**src/rtl/sc_datamem_mmio_if.sv**
```systemverilog
// CPU-side data bus of the data-memory / MMIO block: address, store data and strobe in;
// combinational read data, debug taps and the registered misalignment flag out.
interface sc_datamem_mmio_if;
  logic [31:0] addr;
  logic [31:0] datain;
  logic        we;
  logic [1:0]  size;
  logic [31:0] dataout;
  logic [31:0] mem_dataout;
  logic [31:0] io_read_data;
  logic        align_err;

  modport master (
    output addr, datain, we, size,
    input  dataout, mem_dataout, io_read_data, align_err
  );

  modport slave (
    input  addr, datain, we, size,
    output dataout, mem_dataout, io_read_data, align_err
  );
endinterface

```
**src/rtl/sc_datamem_mmio.sv**
```systemverilog
// Word RAM plus memory-mapped I/O register file (output ports, synchronised inputs,
// sticky change flags, cycle counter) with byte/half/word stores and misalignment detection.
module sc_datamem_mmio #(
  parameter int DEPTH  = 32,
  parameter int IO_BIT = 7,
  parameter int N_OUT  = 3,
  parameter int N_IN   = 2,
  parameter int IN_W   = 5,
  parameter int LED_W  = 10
) (
  input  logic                   clock,
  input  logic                   resetn,
  sc_datamem_mmio_if.slave       bus,
  input  logic [N_IN*IN_W-1:0]   in_port,
  output logic [N_OUT*32-1:0]    out_port,
  output logic [LED_W-1:0]       led
);

  localparam int         AW      = $clog2(DEPTH);
  localparam logic [4:0] R_FLAGS = 5'd16;
  localparam logic [4:0] R_CNT   = 5'd17;

  logic [31:0]             mem [DEPTH];
  logic [AW-1:0]           ram_idx;
  logic [4:0]              io_r;
  logic                    io_sel;
  logic                    misal;
  logic                    wr_en;
  logic                    wr_io;
  logic                    wr_ram;
  logic [3:0]              be;
  logic [31:0]             wdata;
  logic [31:0]             clr_word;
  logic [31:0]             io_rdata;
  logic [N_OUT-1:0][31:0]  out_q, out_d;
  logic [N_IN*IN_W-1:0]    s1_q, s2_q, prev_q;
  logic [N_IN-1:0]         flag_q, flag_d, flag_set, flag_clr;
  logic [31:0]             cnt_q, cnt_d;
  logic                    aerr_q;
  logic                    unused_addr;

  function automatic logic [31:0] lane_merge(logic [31:0] old, logic [31:0] nw, logic [3:0] en);
    logic [31:0] res;
    res = old;
    for (int b = 0; b < 4; b++)
      if (en[b]) res[b*8 +: 8] = nw[b*8 +: 8];
    return res;
  endfunction

  assign io_sel      = bus.addr[IO_BIT];
  assign ram_idx     = bus.addr[AW+1:2];
  assign io_r        = bus.addr[6:2];
  assign unused_addr = ^bus.addr;

  // Replicate the right-aligned store data onto every lane; the enables pick the lanes.
  always_comb begin
    be    = 4'b1111;
    wdata = bus.datain;
    misal = 1'b0;
    case (bus.size)
      2'b00: begin
        be    = 4'b0001 << bus.addr[1:0];
        wdata = {4{bus.datain[7:0]}};
      end
      2'b01: begin
        be    = bus.addr[1] ? 4'b1100 : 4'b0011;
        wdata = {2{bus.datain[15:0]}};
        misal = bus.addr[0];
      end
      default: misal = |bus.addr[1:0];
    endcase
  end

  assign wr_en  = bus.we & ~misal;
  assign wr_io  = wr_en & io_sel;
  assign wr_ram = wr_en & ~io_sel;

  always_comb begin
    clr_word = '0;
    if (wr_io && io_r == R_FLAGS) clr_word = lane_merge('0, wdata, be);
    flag_clr = clr_word[N_IN-1:0];
    for (int k = 0; k < N_IN; k++)
      flag_set[k] = s2_q[k*IN_W +: IN_W] != prev_q[k*IN_W +: IN_W];
    // A new event on the same edge as its clear must survive, so set is applied last.
    flag_d = (flag_q & ~flag_clr) | flag_set;
    cnt_d  = (wr_io && io_r == R_CNT) ? '0 : cnt_q + 32'd1;
    for (int k = 0; k < N_OUT; k++)
      out_d[k] = (wr_io && io_r == 5'(k)) ? lane_merge(out_q[k], wdata, be) : out_q[k];
  end

  always_comb begin
    io_rdata = '0;
    for (int k = 0; k < N_OUT; k++)
      if (io_r == 5'(k)) io_rdata = out_q[k];
    for (int k = 0; k < N_IN; k++)
      if (io_r == 5'(8 + k)) io_rdata = 32'(s2_q[k*IN_W +: IN_W]);
    if (io_r == R_FLAGS) io_rdata = 32'(flag_q);
    if (io_r == R_CNT)   io_rdata = cnt_q;
  end

  always_ff @(posedge clock) begin
    if (wr_ram) mem[ram_idx] <= lane_merge(mem[ram_idx], wdata, be);
  end

  always_ff @(posedge clock or negedge resetn) begin
    if (!resetn) begin
      out_q  <= '0;
      s1_q   <= '0;
      s2_q   <= '0;
      prev_q <= '0;
      flag_q <= '0;
      cnt_q  <= '0;
      aerr_q <= 1'b0;
    end else begin
      out_q  <= out_d;
      s1_q   <= in_port;
      s2_q   <= s1_q;
      prev_q <= s2_q;
      flag_q <= flag_d;
      cnt_q  <= cnt_d;
      aerr_q <= bus.we & misal;
    end
  end

  assign out_port         = out_q;
  assign led              = out_q[0][LED_W-1:0];
  assign bus.mem_dataout  = mem[ram_idx];
  assign bus.io_read_data = io_rdata;
  assign bus.dataout      = io_sel ? io_rdata : mem[ram_idx];
  assign bus.align_err    = aerr_q;

endmodule

```
**src/flat_wrapper.sv**
```systemverilog
// flat-port wrapper written by rule: the top's interface ports become plain ports
module sc_datamem_mmio_flat 
#(
  parameter int DEPTH  = 32,
  parameter int IO_BIT = 7,
  parameter int N_OUT  = 3,
  parameter int N_IN   = 2,
  parameter int IN_W   = 5,
  parameter int LED_W  = 10
)
  (clock, resetn, in_port, out_port, led, bus_addr, bus_datain, bus_we, bus_size, bus_dataout, bus_mem_dataout, bus_io_read_data, bus_align_err);
  sc_datamem_mmio_if bus_i ();
  input  logic clock;
  input  logic resetn;
  input  logic [N_IN*IN_W-1:0] in_port;
  output logic [N_OUT*32-1:0] out_port;
  output logic [LED_W-1:0] led;
  input wire logic [$bits(bus_i.addr)-1:0] bus_addr;
  input wire logic [$bits(bus_i.datain)-1:0] bus_datain;
  input wire logic [$bits(bus_i.we)-1:0] bus_we;
  input wire logic [$bits(bus_i.size)-1:0] bus_size;
  output wire logic [$bits(bus_i.dataout)-1:0] bus_dataout;
  output wire logic [$bits(bus_i.mem_dataout)-1:0] bus_mem_dataout;
  output wire logic [$bits(bus_i.io_read_data)-1:0] bus_io_read_data;
  output wire logic [$bits(bus_i.align_err)-1:0] bus_align_err;
  assign bus_i.addr = bus_addr;
  assign bus_i.datain = bus_datain;
  assign bus_i.we = bus_we;
  assign bus_i.size = bus_size;
  assign bus_dataout = bus_i.dataout;
  assign bus_mem_dataout = bus_i.mem_dataout;
  assign bus_io_read_data = bus_i.io_read_data;
  assign bus_align_err = bus_i.align_err;
  sc_datamem_mmio #(.DEPTH(DEPTH), .IO_BIT(IO_BIT), .N_OUT(N_OUT), .N_IN(N_IN), .IN_W(IN_W), .LED_W(LED_W)) u_core (.clock(clock), .resetn(resetn), .bus(bus_i), .in_port(in_port), .out_port(out_port), .led(led));
endmodule
```
**config.mk**
```make
export PLATFORM = sky130hd
export DESIGN_NAME = sc_datamem_mmio_flat
export DESIGN_NICKNAME = d
export VERILOG_FILES = /design/src/rtl/sc_datamem_mmio_if.sv /design/src/rtl/sc_datamem_mmio.sv /design/src/flat_wrapper.sv
export SDC_FILE = /design/constraint.sdc
export NUM_CORES = 1
export LEC_CHECK = 0
export CAP_MARGIN = 20
export CORE_ASPECT_RATIO = 2
export CORE_MARGIN = 2
export CORE_UTILIZATION = 45
export CTS_CLUSTER_SIZE = 30
export DETAILED_ROUTE_END_ITERATION = 8
export SLEW_MARGIN = 20
export SYNTH_ARGS = -nofsm -noshare
export SYNTH_HDL_FRONTEND = slang
export SYNTH_SLANG_ARGS = --single-unit
```
**constraint.sdc**
```tcl
create_clock -name clock -period 7.19 [get_ports clock]
set_clock_uncertainty 0.1 [all_clocks]
set_input_delay 1.438 -clock clock [delete_from_list [all_inputs] [get_ports clock]]
set_output_delay 1.438 -clock clock [all_outputs]
set_load 0.005 [all_outputs]
```
==> results.py <==
# Physical implementation metrics
metrics = {
    "status": {
        "status": "completed",
    },
    "floorplan": {
        "ios": 282,
        "rows": 168,
        "die_width_um": 234,
        "dieArea_um2": 108000,
    },
    "logic_synthesis": {
        "yosys.area.top_type_share_pct": 64.8,
        "yosys-top-cells-count": "1,024 x edfxtp_1, 541 x mux2i_1, 257 x o22ai_1",
        "synthCells": 2912,
        "yosys_area_um2": 47500,
        "syn-cell-area_um2": 47500,
        "ff_type": "edfxtp_1",
    },
    "cts": {
        "cts_sinks": 1185,
        "cts-root-buf": "clkbuf_16",
        "hold_buffers": 0,
        "cts_max_level": 3,
        "ctsResizeCount": 0,
        "cts_tree": "yes",
    },
    "placed_design": {
        "place_ws_ns": 0.516,
        "place_inst": 4454,
        "place_area_um2": 52500,
        "io_buffers": 257,
    },
    "setup_path": {
        "max_stage_delay_ns": 0.89,
        "cp_slowest_cell": "nor4_1",
        "critPathTopFamily": "buffers and inverters",
        "critPathLaunchType": "primary input",
        "worstPathArrival_ns": 5.40,
    },
    "min_path": {
        "holdCritPathClass": "reg2reg",
    },
    "pwr": {
        "finalPower_mw": 14.7,
        "irDropWorstVdd_uv": 169,
    },
    "final_timing": {
        "tightest_slew_ns": 1.21,
        "period_needed_ns": 6.94,
        "fin_ws_ns": 0.248,
        "period_used_pct": 96.6,
        "rsz0062_at_grt": "no",
        "whs_ns": 0.247,
        "fmax_ghz": 0.144,
        "relSlewSlack_pct": 18.9,
    },
    "detailed_routing": {
        "drt_iter0_markers": 2834,
        "drtAntennaViolNets": 0,
        "dr.pass1.iters": 6,
        "drc": 0,
    },
    "cells_and_area": {
        "layout.nets": 3273,
        "logic_area_um2": 12300,
        "areaGrowthSynthToFinish_pct": 17.9,
    },
    "grt": {
        "antenna_found_initial": 3,
    },
}
[cell type report]
type	instances	share of cell area (%)
flip-flops and latches	1185	62.1
multi-input cells	1532	22.0
repair buffers	372	6.78
clock buffers	119	4.58
well taps	1360	3.04
clock inverters	60	1.38
inverters	5	0.0335
diodes	6	0.0268
[layout by cell type (no fill, tap or decap), types with 15 or more instances in the layout]
cell | synthesis | final
nand3_1 | 20 | 20
nor4_1 | 66 | 66
clkdlybuf4s50_1 | 0 | 253
buf_12 | 0 | 29
nand2_1 | 125 | 125
a21oi_1 | 40 | 37
o22ai_1 | 257 | 257
xor2_1 | 29 | 29
clkbuf_16 | 0 | 99
edfxtp_1 | 1024 | 1024
mux2_2 | 88 | 88
o2bb2ai_1 | 29 | 29
nor2_1 | 132 | 99
bufinv_16 | 0 | 16
nor2b_1 | 20 | 19
mux2i_1 | 541 | 541
clkbuf_1 | 82 | 19
dfrtp_1 | 161 | 161
buf_4 | 11 | 86
nor2_4 | 0 | 32
o211ai_1 | 30 | 30
clkinv_1 | 0 | 15
[report_power, final]
| part | total (mW) | internal (mW) | switching, mW | leakage [nW] |
|---|---|---|---|---|
| logic | 1.24 | 0.491 | 0.751 | 7.04 |
| registers | 7.87 | 7.73 | 0.138 | 11.3 |
| clock network | 5.62 | 3.13 | 2.48 | 1.61 |
| total | 14.7 | 11.4 | 3.37 | 19.9 |
[final timing paths]
| path | end | slack, ns | from | depth (start not counted) |
|---|---|---|---|---|
| worst max-delay path | bus_dataout[10] | 0.25 | bus_addr[5] | 9 |
| worst min-delay path | u_core.s2_q[4] | 0.25 | u_core.s1_q[4] | 0 |
| worst max register to register | u_core.cnt_q[31] | 4.34 | u_core.cnt_q[18] | 5 |
| worst min register to register | u_core.s2_q[4] | 0.25 | u_core.s1_q[4] | 0 |
| max in group asynchronous | u_core.out_port[61] | 5.33 | resetn | 2 |
| min in group asynchronous | u_core.out_port[35] | 0.51 | resetn | 1 |
[sequential cells by signal (all words and copies together), names as in the netlist]
register and cells:
u_core.mem 1024, u_core.out_port 86, u_core.cnt_q 32, u_core.led 10, u_core.prev_q 10, u_core.s1_q 10, u_core.s2_q 10, u_core.flag_q 2
u_core.bus.align_err 1
[kinds of logic (layout without fill, tap and decap cells)]
kind of cell / after synthesis / after routing / synth area share [%]
flops: 1185 / 1185 / 73.2
mux: 637 / 637 / 13.7
buf+inv: 195 / 556 / 1.92
other cells: 0 / 6 / 0
simple gates: 438 / 438 / 4.63
compound gates: 416 / 416 / 5.70
xor+xnor: 40 / 40 / 0.738
fa+ha+maj: 1 / 1 / 0.0263
[routing by layer]
metal | part of all wire [%] | up-vias | GRT usage, % | wire length [µm]
li1 | - | 11986 | - | -
met1 | 36 | 14673 | 31.9 | 53000
met2 | 52 | 1358 | 47.5 | 76300
met3 | 7.1 | 347 | 4.37 | 10500
met4 | 5.5 | 2 | 14.4 | 8120
met5 | 0.0095 | - | 0 | 14
### Placed standard cells

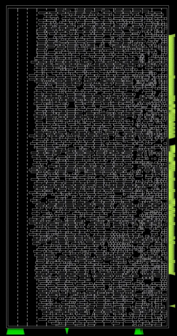
fraction of area in registers: 62.1%
non-filler cells, final: 4,639
flop count: 1,185

### M2 wires

Bar = 50 µm.
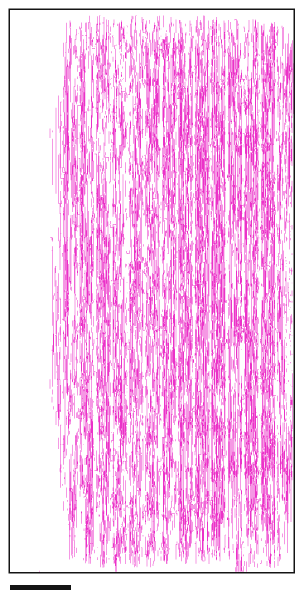
2,760 nets have wire on it. The longest straight run is 147 µm. The layer carries 76.3 mm of wire. The layer holds 52% of the routed length.

### Sequential cells colored by netlist name

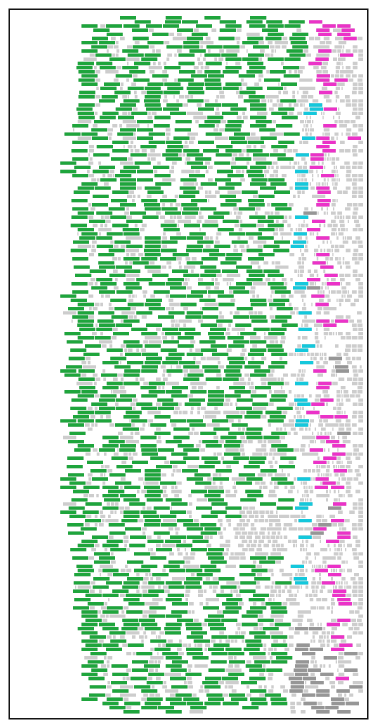
Magenta marks u_core.out_port, flops 86, where a vertical strip on the right. Green marks u_core.mem, flops 1,024. Cyan marks u_core.cnt_q, flops 32.
final core occ: 53.5%
Power Sequential: 7.87 mW
Flop area: 34,800 µm²

### Wires at chosen ports, followed through buffers

Bar = 50 µm.
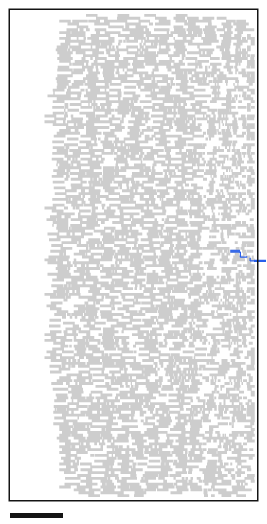
Blue marks bus_align_err, bits 1, direction output, edge east, end cells 1, buffers 1, wire 20.6 µm.

### Routed metal, one color a layer

Two of the layers only.
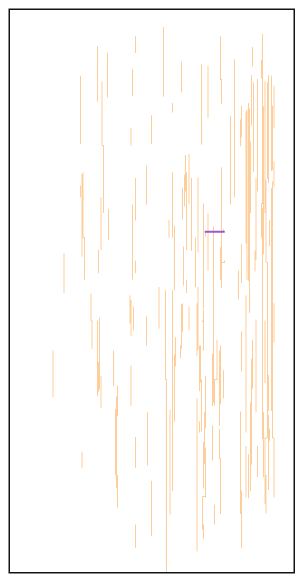
Purple marks M5, wire length 14.7 µm. Orange marks M4, wire length 8,120 µm.
GRT Resource Usage Total: 27.2%
DR vias: 28,366
WL/cell: 31.9 µm
Routed WL: 148,000 µm

Power and IR drop assume default switching activity.
